m1.png
Bar = 50 um.
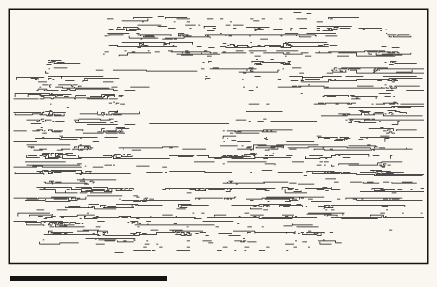
m2.png
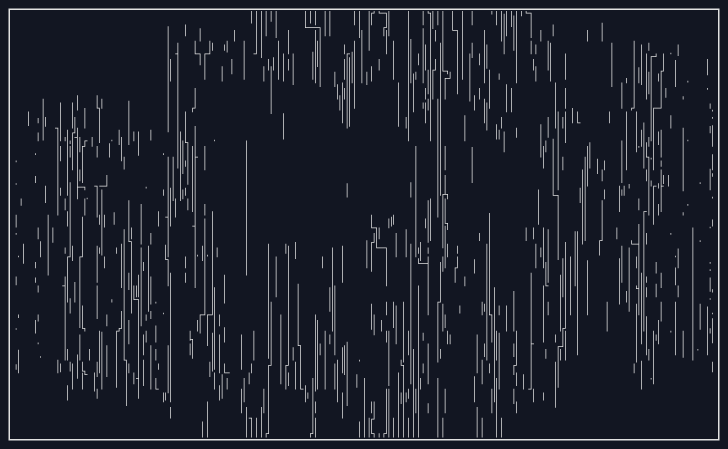
m3.png
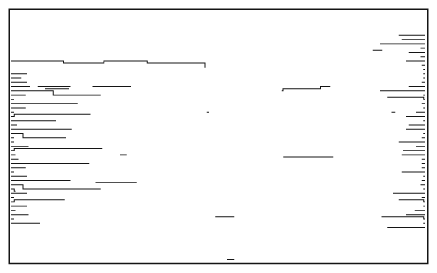
<file path="config.mk">
export PLATFORM = sky130hd
export DESIGN_NAME = if_bus_if
export DESIGN_NICKNAME = d
export VERILOG_FILES = /design/src/rtl/if_bus_if_pkg.sv /design/src/rtl/if_bus_if.sv
export SDC_FILE = /design/constraint.sdc
export NUM_CORES = 1
export LEC_CHECK = 0
export CAP_MARGIN = 20
export CORE_ASPECT_RATIO = 0.6
export CORE_UTILIZATION = 29
export CTS_CLUSTER_DIAMETER = 40
export DETAILED_ROUTE_END_ITERATION = 12
export PLACE_DENSITY = 0.6
export SYNTH_ARGS = -nofsm -noshare
export SYNTH_HDL_FRONTEND = slang
export SYNTH_SLANG_ARGS = --single-unit
</file>
<file path="constraint.sdc">
create_clock -name clk -period 4.25 [get_ports clk]
set_input_delay 0.6375 -clock clk [delete_from_list [all_inputs] [get_ports clk]]
set_output_delay 0.6375 -clock clk [all_outputs]
set_load 0.02 [all_outputs]
</file>
<file path="src/rtl/if_bus_if_pkg.sv">
// Shared definitions for the instruction-fetch Wishbone bridge: FSM state
// encodings, reset polarity and bus constants.
package if_bus_if_pkg;

  typedef enum logic [1:0] {
    IF_BUS_IDLE       = 2'b00,
    IF_BUS_BUSY       = 2'b01,
    IF_BUS_WAIT_STALL = 2'b10
  } if_bus_state_t;

  localparam logic [31:0] ZeroWord    = 32'h0000_0000;
  localparam logic        RstEnable   = 1'b1;
  localparam logic [3:0]  WB_SEL_WORD = 4'b1111;

endpackage

</file>
<file path="src/rtl/if_bus_if.sv">
// Instruction-fetch bridge: one Wishbone classic read per fetch, stall request
// until the word arrives, flush abort and hold of the word during pipeline stall.
// Optional ack watchdog enabled by defining IF_BUS_TIMEOUT_EN.
module if_bus_if
  import if_bus_if_pkg::*;
#(
  parameter int ADDR_W         = 32,
  parameter int DATA_W         = 32,
  parameter int TIMEOUT_CYCLES = 255
) (
  input  logic              clk,
  input  logic              rst,
  input  logic [ADDR_W-1:0] pc,
  input  logic              ce,
  input  logic [5:0]        stall,
  input  logic              flush,
  output logic [DATA_W-1:0] inst_o,
  output logic              stallreq_o,
  output logic              wb_cyc_o,
  output logic              wb_stb_o,
  output logic              wb_we_o,
  output logic [3:0]        wb_sel_o,
  output logic [ADDR_W-1:0] wb_adr_o,
  input  logic [DATA_W-1:0] wb_dat_i,
  input  logic              wb_ack_i
`ifdef IF_BUS_TIMEOUT_EN
  ,
  output logic              bus_err_o
`endif
);

  localparam logic [ADDR_W-1:0] ADR_MASK = ~ADDR_W'(3);

  if_bus_state_t     state;
  logic [DATA_W-1:0] rd_buf;
  logic              timeout_hit;

`ifdef IF_BUS_TIMEOUT_EN
  localparam int TO_W = ($clog2(TIMEOUT_CYCLES + 1) > 8) ? $clog2(TIMEOUT_CYCLES + 1) : 8;
  logic [TO_W-1:0] to_cnt;

  // The cycle in which the count shows TIMEOUT_CYCLES-1 is the last BUSY cycle allowed.
  assign timeout_hit = (state == IF_BUS_BUSY) && !wb_ack_i &&
                       (to_cnt == TO_W'(TIMEOUT_CYCLES - 1));
`else
  assign timeout_hit = 1'b0;
`endif

  assign wb_we_o = 1'b0;

  always_comb begin
    inst_o     = '0;
    stallreq_o = 1'b0;
    if (rst != RstEnable) begin
      case (state)
        IF_BUS_IDLE: stallreq_o = ce & ~flush;
        IF_BUS_BUSY: begin
          if (!flush) begin
            if (wb_ack_i)          inst_o     = wb_dat_i;
            else if (!timeout_hit) stallreq_o = 1'b1;
          end
        end
        IF_BUS_WAIT_STALL: inst_o = rd_buf;
        default: ;
      endcase
    end
  end

  always_ff @(posedge clk) begin
    if (rst == RstEnable) begin
      state    <= IF_BUS_IDLE;
      wb_cyc_o <= 1'b0;
      wb_stb_o <= 1'b0;
      wb_sel_o <= 4'b0000;
      wb_adr_o <= '0;
      rd_buf   <= '0;
`ifdef IF_BUS_TIMEOUT_EN
      to_cnt    <= '0;
      bus_err_o <= 1'b0;
`endif
    end else begin
`ifdef IF_BUS_TIMEOUT_EN
      bus_err_o <= 1'b0;
`endif
      case (state)
        IF_BUS_IDLE: begin
          if (ce && !flush) begin
            wb_cyc_o <= 1'b1;
            wb_stb_o <= 1'b1;
            wb_sel_o <= WB_SEL_WORD;
            wb_adr_o <= pc & ADR_MASK;
            state    <= IF_BUS_BUSY;
`ifdef IF_BUS_TIMEOUT_EN
            to_cnt   <= '0;
`endif
          end
        end
        IF_BUS_BUSY: begin
          if (flush || wb_ack_i || timeout_hit) begin
            wb_cyc_o <= 1'b0;
            wb_stb_o <= 1'b0;
            wb_sel_o <= 4'b0000;
          end
          // Flush outranks a coincident ack: the returned word is simply dropped.
          if (flush) begin
            state <= IF_BUS_IDLE;
`ifdef IF_BUS_TIMEOUT_EN
            to_cnt <= '0;
`endif
          end else if (wb_ack_i) begin
            rd_buf <= wb_dat_i;
            state  <= (stall != 6'b0) ? IF_BUS_WAIT_STALL : IF_BUS_IDLE;
          end else if (timeout_hit) begin
            state <= IF_BUS_IDLE;
`ifdef IF_BUS_TIMEOUT_EN
            to_cnt    <= '0;
            bus_err_o <= 1'b1;
`endif
          end else begin
`ifdef IF_BUS_TIMEOUT_EN
            to_cnt <= to_cnt + 1'b1;
`endif
          end
        end
        IF_BUS_WAIT_STALL: begin
          if (stall == 6'b0 || flush) state <= IF_BUS_IDLE;
        end
        default: state <= IF_BUS_IDLE;
      endcase
    end
  end

endmodule
</file>
==> out/metrics.cfg <==
[worst_hold_path]
min_from=wb_adr_o[12]$_SDFFE_PP0N_
hold_depth=2
min_to=wb_adr_o[12]$_SDFFE_PP0N_
hp-class=register to register

[finish]
fill_cells=946
design_area_um2=4670
logic_area_um2=1430
syn_to_final_growth_pct=56.8
fin_nets=587
fin_util_pct=47.1
drive_above_1_share_pct=11.3
layout.cells.most_common=nand2_1

[power_and_ir_drop]
p_per_area_nw_per_um2=403
pwr-share-comb_pct=28.1
pg_clk_w=0.000652
power.leakage_nw=1.61
power_w=0.00188
seqPwrFrac_pct=37.2
ir_drop_uv=201
powerComb_w=0.000529
power_frac_clock_pct=34.7

[job]
warnings=31

[timing]
rsz0062_at_grt=false
relSlewSlack_pct=47.6
max_freq_ghz=0.292
finalHoldViolCount=0
drv_slew=0
fin_skew_ns=0.00234
finalCritPeriodShare_pct=80.5
finalSetupViolCount=0
finalCriticalPeriod_ns=3.42
tns_ns=0

[synth]
flop_cell=dfxtp_1
numSynthFlops=65
synth_cells=383
ys_sh_aoi_pct=19.9
yosysChipArea_um2=2980
top_cell=nand2_1
common_cells=nand2_1 (149), a21oi_1 (75), dfxtp_1 (65)
synthTopLogicFamily=simple AND/OR/NAND/NOR gates
ys_seq_share_pct=43.7
ys_cells=383

[routing]
met3_wirelength_um=666
top_layer_used=met4
m1WireLength_um=3850
drtPass1Iterations=4
ant_nets=0
drcViolationCount=0
dr_wl_met2_um=3400
drtIter0Drc=137

[global_routing]
grt_pass1_wl_um=13000
grt.overflow.total=0
grt_max_degree=69
grt_antenna_before_repair=0
busiest_layer=met2

[outcome]
outcome=complete, no violations

[clock_tree]
cts_hold_buf=0
cts_tree=done
root_buffer=clkbuf_16
clockBufferDepth=2
cts_sinks=65

[placement]
hpwl_um=5500
routabilityCongestion=0.799
preCtsSetupSlack_ns=0.815

[worst_setup_path]
critPathArrivalTime_ns=2.79
r2r_start=state[0]$_SDFFE_PP0P_
r2r_end=wb_sel_o[2]$_SDFFE_PP0P_
crit_start=flush
crit_path_end=inst_o[19]
crit_path_start_kind=primary input
worstPathMaxFanout=28

[die]
ioPinCount=147
die_y_um=80.5
dieArea_um2=10700

About m1.png:
main direction: horizontal
nets with wire on the layer: 507
share of all routed wire: 48%
Vias: 2879
met1 Resource Use GR: 19.1%
final wirelength: 7940 um

About m2.png:
wire length on this layer: 3400 um
main direction: vertical
nets with wire on the layer: 454
share of all routed wire: 43%
met2 Track Usage GR: 24.3%

About m3.png:
main direction: horizontal
nets with wire on the layer: 90
wire length on this layer: 666 um
met3 Use GR: 7.39%

critical path: stages:
cell and delay [ns]:
clkdlybuf4s50_1 0.48, nor2b_4 0.18, and2_2 0.32, buf_12 0.24, nand2_1 0.10, a21oi_1 0.17
clkdlybuf4s50_1 0.63
layout make-up:
class | count | area share [%]
Tap cell | 135 | 3.62
Clock buffer | 11 | 5.20
Sequential cell | 65 | 27.9
Multi-Input combinational cell | 280 | 30.6
Clock inverter | 4 | 0.429
Inverter | 4 | 0.322
Timing Repair Buffer | 148 | 31.9
flip-flops by register name (all words and copies together), names as in the netlist:
| name | flops |
|---|---|
| rd_buf | 32 |
| wb_adr_o | 30 |
| state | 2 |
| wb_sel_o | 1 |
Power and IR drop assume default switching activity.
